Clock distribution:
The bar under the picture is 100 um long.
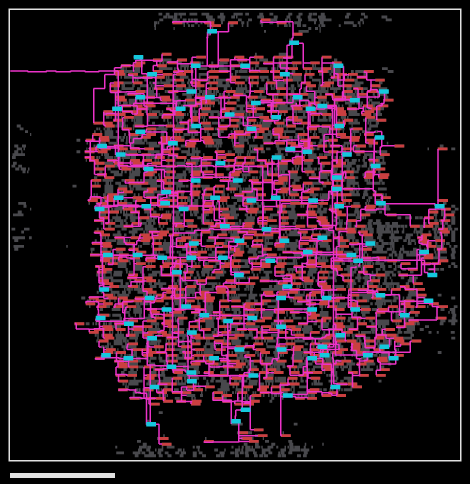
Where the registers sit:
The bar under the picture is 100 um long.
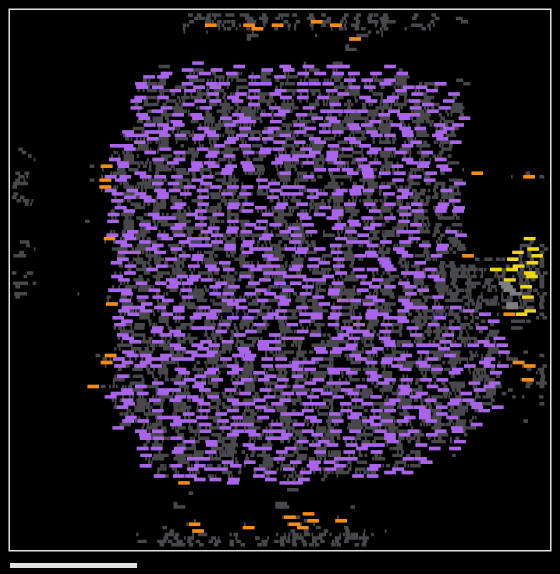
The clock network:
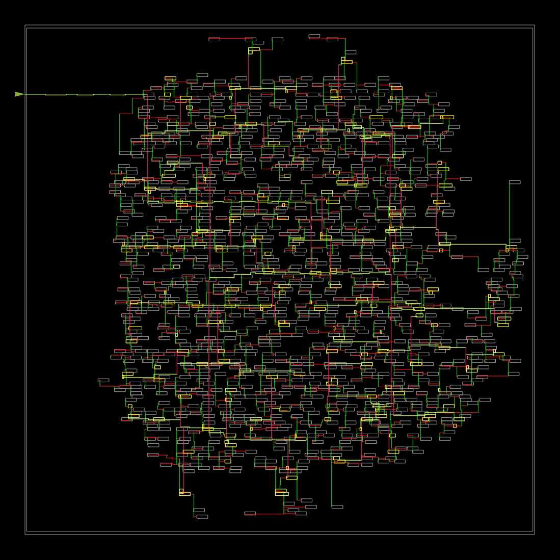
==> config.mk <==
export PLATFORM = sky130hd
export DESIGN_NAME = wb_regfile
export DESIGN_NICKNAME = d
export VERILOG_FILES = /design/src/rtl/wb_regfile.sv
export SDC_FILE = /design/constraint.sdc
export NUM_CORES = 2
export LEC_CHECK = 0
export CAP_MARGIN = 15
export CORE_UTILIZATION = 30
export DETAILED_ROUTE_END_ITERATION = 6
export MAX_ROUTING_LAYER = met4
export RECOVER_POWER = 50
export REMOVE_ABC_BUFFERS = 1
export SYNTH_ARGS = -nofsm -noshare
export SYNTH_HDL_FRONTEND = slang
export SYNTH_SLANG_ARGS = --single-unit
==> constraint.sdc <==
create_clock -name Clk -period 45 [get_ports Clk]
set_input_delay 9 -clock Clk [delete_from_list [all_inputs] [get_ports Clk]]
set_output_delay 9 -clock Clk [all_outputs]
set_load 0.03 [all_outputs]
==> src/rtl/wb_regfile.sv <==
// Write-back stage: selects the write-back value and destination, commits it
// into a 32 x 32 register file with bypassed combinational reads, and keeps a
// registered copy of the last committed write for EX-stage forwarding.
module wb_regfile #(
  parameter int unsigned DATA_W   = 32,
  parameter int unsigned NREG     = 32,
  parameter int unsigned LINK_REG = 31,
  localparam int unsigned AW      = $clog2(NREG),
  localparam int unsigned CNT_W   = 16
) (
  input  logic              Clk,
  input  logic              Reset,
  input  logic              in_RegWrite,
  input  logic              in_MemToReg,
  input  logic              in_JALSrc,
  input  logic [AW-1:0]     in_DestReg,
  input  logic [DATA_W-1:0] in_DataMemOut,
  input  logic [DATA_W-1:0] in_ALU_output,
  input  logic [AW-1:0]     in_ReadReg1,
  input  logic [AW-1:0]     in_ReadReg2,
  output logic [DATA_W-1:0] out_ReadData1,
  output logic [DATA_W-1:0] out_ReadData2,
  output logic [DATA_W-1:0] out_WBData,
  output logic [AW-1:0]     out_WBDest,
  output logic              out_WBValid,
  output logic [CNT_W-1:0]  out_WriteCount
);

  logic [DATA_W-1:0] regs_q [NREG];
  logic [DATA_W-1:0] wb_data_q, wb_data_d;
  logic [AW-1:0]     wb_dest_q, wb_dest_d;
  logic              wb_valid_q, wb_valid_d;
  logic [CNT_W-1:0]  cnt_q, cnt_d;

  logic [AW-1:0]     wb_dest_c;
  logic [DATA_W-1:0] wb_data_c;
  logic              wr_en_c;

  // Write-back mux: JAL forces the link register and the link address.
  // A write presented while Reset is high is dropped, so it is not bypassed.
  always_comb begin
    wb_dest_c = in_JALSrc ? AW'(LINK_REG) : in_DestReg;
    wb_data_c = (in_MemToReg && !in_JALSrc) ? in_DataMemOut : in_ALU_output;
    wr_en_c   = in_RegWrite && (wb_dest_c != '0) && !Reset;
  end

  // Read ports: $0 reads zero, a pending write to the same register is bypassed.
  always_comb begin
    out_ReadData1 = '0;
    out_ReadData2 = '0;
    if (in_ReadReg1 != '0) begin
      if (wr_en_c && (wb_dest_c == in_ReadReg1)) out_ReadData1 = wb_data_c;
      else                                       out_ReadData1 = regs_q[in_ReadReg1];
    end
    if (in_ReadReg2 != '0) begin
      if (wr_en_c && (wb_dest_c == in_ReadReg2)) out_ReadData2 = wb_data_c;
      else                                       out_ReadData2 = regs_q[in_ReadReg2];
    end
  end

  // Next state of the forwarding copy and the commit counter.
  always_comb begin
    wb_valid_d = wr_en_c;
    wb_dest_d  = '0;
    wb_data_d  = '0;
    cnt_d      = cnt_q;
    if (wr_en_c) begin
      wb_dest_d = wb_dest_c;
      wb_data_d = wb_data_c;
      cnt_d     = cnt_q + CNT_W'(1);
    end
  end

  // Register array; entry 0 is only ever cleared.
  always_ff @(posedge Clk or posedge Reset) begin
    if (Reset) begin
      for (int i = 0; i < int'(NREG); i++) regs_q[i] <= '0;
    end else if (wr_en_c) begin
      regs_q[wb_dest_c] <= wb_data_c;
    end
  end

  // Forwarding register and write counter.
  always_ff @(posedge Clk or posedge Reset) begin
    if (Reset) begin
      wb_valid_q <= 1'b0;
      wb_dest_q  <= '0;
      wb_data_q  <= '0;
      cnt_q      <= '0;
    end else begin
      wb_valid_q <= wb_valid_d;
      wb_dest_q  <= wb_dest_d;
      wb_data_q  <= wb_data_d;
      cnt_q      <= cnt_d;
    end
  end

  assign out_WBValid    = wb_valid_q;
  assign out_WBDest     = wb_dest_q;
  assign out_WBData     = wb_data_q;
  assign out_WriteCount = cnt_q;

endmodule

==> reports/results.ini <==
[status]
status=finished with violations
violations=capacitance limit, slew limit

[final_layout]
regMostFlops=regs_q
largest_reg_flops=1024
utilization_pct=34.62
design_area_mm2=0.06190

[final_timing]
hold_viol=0
finalSetupTns_ns=0
fmax_ghz=0.03828
final-max-slew-violation-count=1329
finalClockPeriodUsage_pct=58.05
min_period_ns=26.12
maxSlewHeadroom_pct=-532.5
layout_setup_ws_ns=18.88

[logic_synthesis]
synth-edff-count=0
ys_seq_share_pct=49.81
syn_area_per_cell_um2=11.02
dominantRegCellSynth=dfrtp_1
logic_family=multiplexers
topCellsByArea=dfrtp_1, mux4_2, o21ai_0

[cts]
post_cts.repair.setup_buffers=0
cts_hold_buf=0
cts_resized=0
cts_tree=yes
htreeDepth=3

[pwr]
powerSeq_w=0.00114
p_comb_share_pct=15.4
power.switching_w=0.0007154
p_int_w=0.001822
power_leader=sequential cells
p_leak_nw=25.75
seqPwrFrac_pct=45.1

[place]
post-place-ws_ns=21.24
dp_hpwl_um=96920

[setup_path]
start_kind=input port
crit_type=input port to primary output
critPathRequiredTime_ns=36.00
rrSetupSlack_ns=43.28
arrival_ns=17.12
cp-end-kind=primary output
critical_path.endpoint=out_ReadData2[10]

[global_routing]
grt_max_degree=182

[floorplanning]
fp_util_pct=30.29
io_pins=202

[route]
vias_per_cell=5.690
route.detailed.drc=0

[flow_run]
maxCapViolations=25

Back to the opening pictures, 'clock distribution':
- clock wires: magenta (length 15000 um)
- clock-net drivers: cyan (count 115)
- flip-flops: red (count 1078)
- routed clock nets: 116
clock latency at the later pin of the worst-skew pair: 0.75 ns
Clock group: 0.00100 W
power share of the clock group: 39.5%
Clock Skew: 0.007813 ns

Back to the opening pictures, 'where the registers sit':
- `out_WBData`: orange (sequential cells 32; where spread over the die)
- `out_WriteCount`: yellow (sequential cells 16; where east)
- `regs_q`: purple (sequential cells 1024)

Back to the opening pictures, 'the clock network':
flop count: 1078
Num Clock Sinks: 1078
CLK BUF: 172
Num CTS Buffers: 115

[cell type report]
cell class                 count  area [um^2]
multi-input combinational   3293        25380
sequential                  1078        26980
clock inverter                39        525.5
clock buffer                 172         3423
timing repair buffer         292         2608
inverter                      10        38.79
fill                       17800       116900
tap                         2355         2947
antenna                        2        5.005
[per-layer routing]
metal  vias to the layer above  wire length (um)  track usage (%)
li1                      17630                 -                -
met1                     21300             81130            28.80
met2                      1910             84630            31.53
met3                       362             16800            4.392
met4                         0              7339            8.238
met5                         -                 0                -
[critical path, cell delays in order]
cell and delay [ns]:
dlygate4sd3_1 0.84, nor3_1 1.24, nand2_1 0.25, nand2_4 0.14, clkbuf_1 2.88, or4_4 0.50
buf_4 0.81, nand3_1 0.23, o21ai_1 0.35, clkdlybuf4s50_1 0.78
Power and IR drop assume default switching activity.
